[config.mk]
export PLATFORM = sky130hd
export DESIGN_NAME = tdm_demux8
export DESIGN_NICKNAME = d
export VERILOG_FILES = /design/src/rtl/tdm_pkg.sv /design/src/rtl/tdm_slot_ctr.sv /design/src/rtl/tdm_demux8.sv
export SDC_FILE = /design/constraint.sdc
export NUM_CORES = 1
export LEC_CHECK = 0
export CORE_MARGIN = 4
export CORE_UTILIZATION = 50
export DETAILED_ROUTE_END_ITERATION = 8
export PLACE_DENSITY = 0.75
export SKIP_CTS_REPAIR_TIMING = 1
export SYNTH_ARGS = -nofsm -noshare
export SYNTH_HDL_FRONTEND = slang
export SYNTH_SLANG_ARGS = --single-unit
export TNS_END_PERCENT = 50
[constraint.sdc]
create_clock -name clk -period 2.94 [get_ports clk]
set_clock_uncertainty 0.1 [all_clocks]
set_input_delay 0.588 -clock clk [delete_from_list [all_inputs] [get_ports clk]]
set_output_delay 0.588 -clock clk [all_outputs]
set_load 0.005 [all_outputs]
[src/rtl/tdm_pkg.sv]
// -----------------------------------------------------------------------------
// tdm_pkg
// Shared definitions for the TDM receive path.
//   tdm_state_t   : frame-alignment state (HUNT = searching for slot 0,
//                   LOCKED = aligned and assembling frames)
//   TDM_LANES_DEF : default number of lanes per frame
// -----------------------------------------------------------------------------
package tdm_pkg;

   typedef enum logic {
      HUNT   = 1'b0,
      LOCKED = 1'b1
   } tdm_state_t;

   localparam int TDM_LANES_DEF = 8;

endpackage : tdm_pkg

[src/rtl/tdm_slot_ctr.sv]
// -----------------------------------------------------------------------------
// tdm_slot_ctr
// Slot index counter for the TDM demultiplexer.
//   clk, rst_n : clock, asynchronous active-low reset
//   clr        : synchronous clear to slot 0 (highest priority)
//   load1      : force slot to 1 (a slot-0 beat has just been taken)
//   inc        : advance to the next slot (wraps at LANES-1 -> 0)
//   slot       : registered slot index expected for the next beat
//   is_last    : slot currently points at the last lane
// -----------------------------------------------------------------------------
module tdm_slot_ctr
   import tdm_pkg::*;
#(
   parameter int LANES  = TDM_LANES_DEF,
   localparam int SLOT_W = $clog2(LANES)
) (
   input  logic              clk,
   input  logic              rst_n,
   input  logic              clr,
   input  logic              load1,
   input  logic              inc,
   output logic [SLOT_W-1:0] slot,
   output logic              is_last
);

   logic [SLOT_W-1:0] slot_q;
   logic [SLOT_W-1:0] slot_d;

   // LANES is a power of two, so the natural SLOT_W-bit rollover is the wrap.
   always_comb begin
      slot_d = slot_q;
      if (clr) begin
         slot_d = '0;
      end else if (load1) begin
         slot_d = SLOT_W'(1);
      end else if (inc) begin
         slot_d = slot_q + 1'b1;
      end
   end

   always_ff @(posedge clk or negedge rst_n) begin
      if (!rst_n) begin
         slot_q <= '0;
      end else begin
         slot_q <= slot_d;
      end
   end

   assign slot    = slot_q;
   assign is_last = (slot_q == SLOT_W'(LANES - 1));

endmodule : tdm_slot_ctr

[src/rtl/tdm_demux8.sv]
// -----------------------------------------------------------------------------
// tdm_demux8
// Receive end of the 8:1 TDM path. Rebuilds LANES parallel lane values from a
// serial bit stream and presents them atomically once per complete frame.
//   clk, rst_n  : clock, asynchronous active-low reset
//   din         : serial data bit for the current slot
//   din_valid   : beat qualifier
//   frame_sync  : marks the beat carrying slot 0 (ignored without din_valid)
//   y           : registered lane outputs, bit k = lane k
//   frame_valid : one-cycle pulse, y updated with a new complete frame
//   sync_err    : one-cycle pulse, alignment violation detected
//   locked      : high while aligned (LOCKED)
//   slot        : slot index expected for the next beat
//
// Handshake: valid-only stream, no back-pressure. A beat is any rising edge
// with din_valid=1; din and frame_sync are meaningful only on beats. Cycles
// with din_valid=0 change nothing except dropping the two pulse outputs.
// -----------------------------------------------------------------------------
module tdm_demux8
   import tdm_pkg::*;
#(
   parameter int LANES  = TDM_LANES_DEF,
   localparam int SLOT_W = $clog2(LANES)
) (
   input  logic              clk,
   input  logic              rst_n,
   input  logic              din,
   input  logic              din_valid,
   input  logic              frame_sync,
   output logic [LANES-1:0]  y,
   output logic              frame_valid,
   output logic              sync_err,
   output logic              locked,
   output logic [SLOT_W-1:0] slot
);

   tdm_state_t        state_q, state_d;
   // The last lane goes straight from din into y, so only LANES-1 bits
   // need to be held while a frame is being assembled.
   logic [LANES-2:0]  shadow_q, shadow_d;
   logic [LANES-1:0]  y_q, y_d;
   logic              frame_valid_q, frame_valid_d;
   logic              sync_err_q, sync_err_d;

   logic              ctr_clr, ctr_load1, ctr_inc;
   logic [SLOT_W-1:0] slot_w;
   logic              is_last_w;

   tdm_slot_ctr #(
      .LANES (LANES)
   ) u_slot_ctr (
      .clk     (clk),
      .rst_n   (rst_n),
      .clr     (ctr_clr),
      .load1   (ctr_load1),
      .inc     (ctr_inc),
      .slot    (slot_w),
      .is_last (is_last_w)
   );

   always_comb begin
      state_d       = state_q;
      shadow_d      = shadow_q;
      y_d           = y_q;
      frame_valid_d = 1'b0;
      sync_err_d    = 1'b0;
      ctr_clr       = 1'b0;
      ctr_load1     = 1'b0;
      ctr_inc       = 1'b0;

      if (din_valid) begin
         unique case (state_q)
            HUNT: begin
               if (frame_sync) begin
                  shadow_d    = '0;
                  shadow_d[0] = din;
                  ctr_load1   = 1'b1;
                  state_d     = LOCKED;
               end
            end

            LOCKED: begin
               if (frame_sync) begin
                  // Any sync beat restarts the frame at slot 0; if it arrives
                  // early the partial frame is dropped and flagged.
                  if (slot_w != '0) begin
                     sync_err_d = 1'b1;
                     shadow_d   = '0;
                  end
                  shadow_d[0] = din;
                  ctr_load1   = 1'b1;
               end else if (slot_w == '0) begin
                  // Slot 0 without sync: alignment lost, beat discarded.
                  sync_err_d = 1'b1;
                  ctr_clr    = 1'b1;
                  state_d    = HUNT;
               end else if (is_last_w) begin
                  y_d           = {din, shadow_q};
                  frame_valid_d = 1'b1;
                  ctr_clr       = 1'b1;
               end else begin
                  for (int k = 1; k < LANES - 1; k++) begin
                     if (slot_w == SLOT_W'(k)) begin
                        shadow_d[k] = din;
                     end
                  end
                  ctr_inc = 1'b1;
               end
            end

            default: begin
               state_d = HUNT;
               ctr_clr = 1'b1;
            end
         endcase
      end
   end

   always_ff @(posedge clk or negedge rst_n) begin
      if (!rst_n) begin
         state_q       <= HUNT;
         shadow_q      <= '0;
         y_q           <= '0;
         frame_valid_q <= 1'b0;
         sync_err_q    <= 1'b0;
      end else begin
         state_q       <= state_d;
         shadow_q      <= shadow_d;
         y_q           <= y_d;
         frame_valid_q <= frame_valid_d;
         sync_err_q    <= sync_err_d;
      end
   end

   assign y           = y_q;
   assign frame_valid = frame_valid_q;
   assign sync_err    = sync_err_q;
   assign locked      = (state_q == LOCKED);
   assign slot        = slot_w;

endmodule : tdm_demux8

Figure 1. Signal wires by layer.
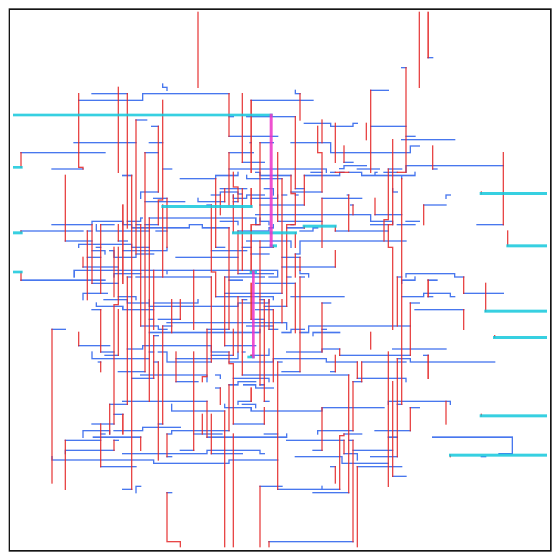
- blue: met1 (wire length 958 microns)
- magenta: met4 (wire length 22.4 microns)
- cyan: met3 (wire length 86.9 microns)
- red: met2 (wire length 926 microns)
Vias: 791
Tot GR Track Use: 13.5%

Figure 2. Wiring heat map.
Bar = 20 microns. 11 x 11 tiles, from white (low) to dark blue (high), scaled to the fullest tile. Values are wire area over tile area, all layers added.
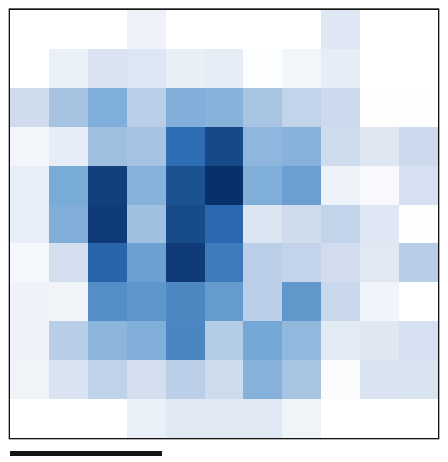
- mean over tiles: 0.099
- fullest tile: 0.37
- nearly empty tiles: 19%
- tiles over half the peak: 17%
Detailed Route WL: 1990 microns
drt wl/cell: 13.7 microns

Figure 3. Routed clock nets over the placement.
Bar = 20 microns.
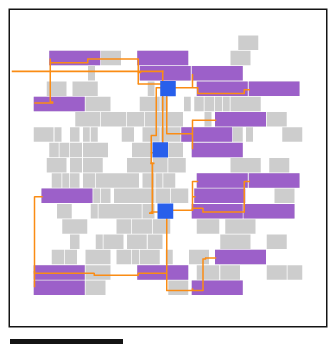
- purple: flip-flops (count 21)
- orange: clock wires (length 245 microns)
- blue: cells driving clock nets (count 3)
- flops lie: spread over the die

Figure 4. Clock nets.
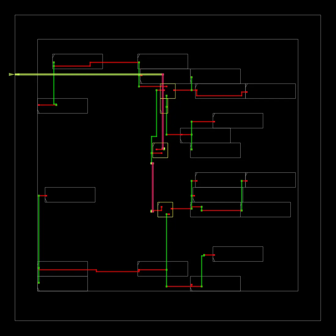
clock sink count: 21
Flop Count: 21
Insertion Delay late pin: 300 ps
TritonCTS buffer count: 3

Figure 5. Signal wires on met3.
Cells faint in the background.
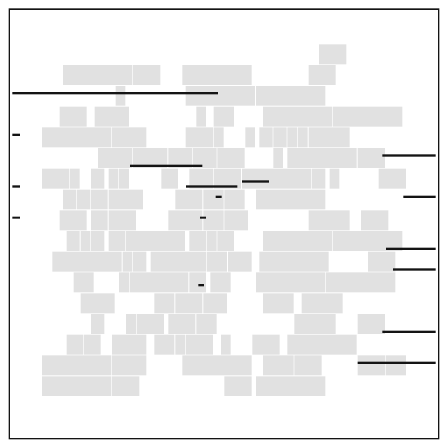
- main direction: horizontal
- nets with wire on the layer: 14
grt met3 use: 2.32%

[metrics by stage]
stage / power, mW / setup WS (ps) / cells
final: 0.948 / 663 / 146
after global routing: 1.03 / 566 / 146
after CTS: 0.963 / 648 / 146
after detailed placement: 0.824 / 689 / 142
after global placement: 0.820 / 714 / 142
after floorplan: 0.700 / 1090 / 99
[Yosys cell counts, drive strengths merged, types with 2 or more instances]
master and n:
a221o 3, nand2 8, nor3b 2, ha 8
nand4 2, a311oi 3, dfrtp 21, o21ai 7
and2 2, inv 9, buf 5, a31oi 2
nand3b 2, mux2 6
[layout make-up]
type / count / area (sq um)
fill: 190 / 835
multi-input combinational: 64 / 562
timing repair buffer: 20 / 195
sequential: 21 / 526
inverter: 9 / 33.8
clock buffer: 4 / 26.3
tap: 28 / 35.0
[layer usage]
| metal | vias up | wire length (microns) |
|---|---|---|
| met5 | - | 0 |
| met4 | 0 | 22 |
| met3 | 4 | 86 |
| met2 | 18 | 925 |
| met1 | 365 | 957 |
| li1 | 404 | - |
[worst max path at each step]
stage | from | end | slack, ps | cells past startpoint
2_1_floorplan | u_slot_ctr.slot[0] | y[0] | 1090 | 7
3_3_place_gp | din_valid | y[7] | 710 | 3
3_5_place_dp | din_valid | y[7] | 690 | 3
4_1_cts | locked | locked | 650 | 1
5_1_grt | locked | locked | 570 | 1
6_report | locked | locked | 660 | 1
[kinds of logic after synthesis]
logic type | synth area share [%]
adder cells (fa/ha/maj) | 8.64
AND-OR/OR-AND | 13.7
flip-flops | 45.4
buffers and inverters | 6.16
AND/OR/NAND/NOR | 18.1
multiplexers | 7.99
[state kept, by name (all words and copies together) (netlist names)]
name and flops:
sync_err 1, y 8, locked 1, u_slot_ctr.slot 3, frame_valid 1, shadow_q 7
==> metrics.cfg <==
[layout]
diodes=0
stdcell_area_sq_mm=0.00138
lay_top_cells=dfrtp_1, clkdlybuf4s50_1, ha_1
fin_util_pct=62.3
layout_top_cell=dfrtp_1
nNetsFinal=132
syn_to_final_growth_pct=18.9
drive_gt1_share_pct=12.7

[synth]
ys.flops=21
yosys_warnings=0
largest_area_cell=dfrtp_1
synth.avg_cell_area_sq_um=11.7
synthTopCellsByArea=dfrtp_1, ha_1, mux2_4
synth.top_cell.area_share_pct=45.4
edf_count=0
syn_inst=99
synth_top_flop_cell=dfrtp_1
yosys-stat-cells=99
async_flop_share_pct=100
syn-cell-area_sq_mm=0.00116
ys_seq_share_pct=45.4
synth_cell_types=39
synth_nets=112
synth-area-yosys_sq_mm=0.00116

[die]
row_count=17
die_x_microns=56.1
core_area_sq_mm=0.00221
pin_count=19
fp_util_pct=52.4
chip_area_sq_mm=0.00315
fp.dieH_microns=56.1

[power]
largestPowerGroup=registers
ir_drop_v=0.000535
seq_power_mw=0.436
power_switching_share_pct=36.3
cell_internal_pwr_mw=0.603
p_comb_share_pct=39.9
p_sw_mw=0.344
p_clk_mw=0.133
p_leak_nw=0.641
p_comb_mw=0.378
powerDensity_mw_per_mm2=688
clockPowerShare_pct=14.0
seqPwrFrac_pct=46.0

[route]
drcViolationCount=0
drtIter0Drc=6
firstDrtPassIters=4
avgViaCountPerCell=5.42
antenna_left=0

[critical_path]
worst-r2r-cell-count=6
worstPathMaxFanout=15
timing.rr.end=y[7]
crit_type=flip-flop to primary output
cp_top_family=flip-flops
reg2reg_from=u_slot_ctr.slot[0]
cp_cell_sequence=clkdlybuf4s50_1
reg2reg_slack_ps=960
endpoint_kind=primary output
worst-path-buf-inv=1
arrival_ps=1590
required_ps=2250
cpMaxStageDelayCell=dfrtp_1
startpoint_type=flip-flop
cpPeakStageDelay_ps=690

[clock_network]
root_buffer=clkbuf_4
tritoncts=built
clk_pin_slew_ps=110
h-tree-depth=1
cts.path.max_buffers=2

[global_routing]
grt_overflow=0
grt_start_max_net_pins=22
grt_first_pass_wirelength_microns=3370
use_met1_pct=17.0
antenna_found_initial=0
grt_pass1_vias=773
grt.busiest_layer=met2
grt_use_met2_pct=22.5

[final_timing]
maxSlewViolCount=0
fin_setup_tns_ps=0
finalClockPeriodUsage_pct=77.5
whs_ps=396
fin_crit_ps=2280
worst_pin_slew_ps=523
slew_headroom_pct=65.1
setup_viol=0
rsz0062_at_grt=no
clock.fmax_ghz=0.439
hold_viol=0

[placed_design]
port_buffers=18
place_congestion=0.755
dp_hpwl_microns=1510
place_area_sq_mm=0.00135

[run]
drv_cap=0
log.warning_count=31

[min_path]
holdCritStartpoint=y[6]
worstHoldEndpoint=y[6]
holdPathStages=2
hold_path.class=flip-flop to flip-flop

[status]
outcome=finished clean

Power figures rest on the tool's default switching activity, not on a simulated workload.
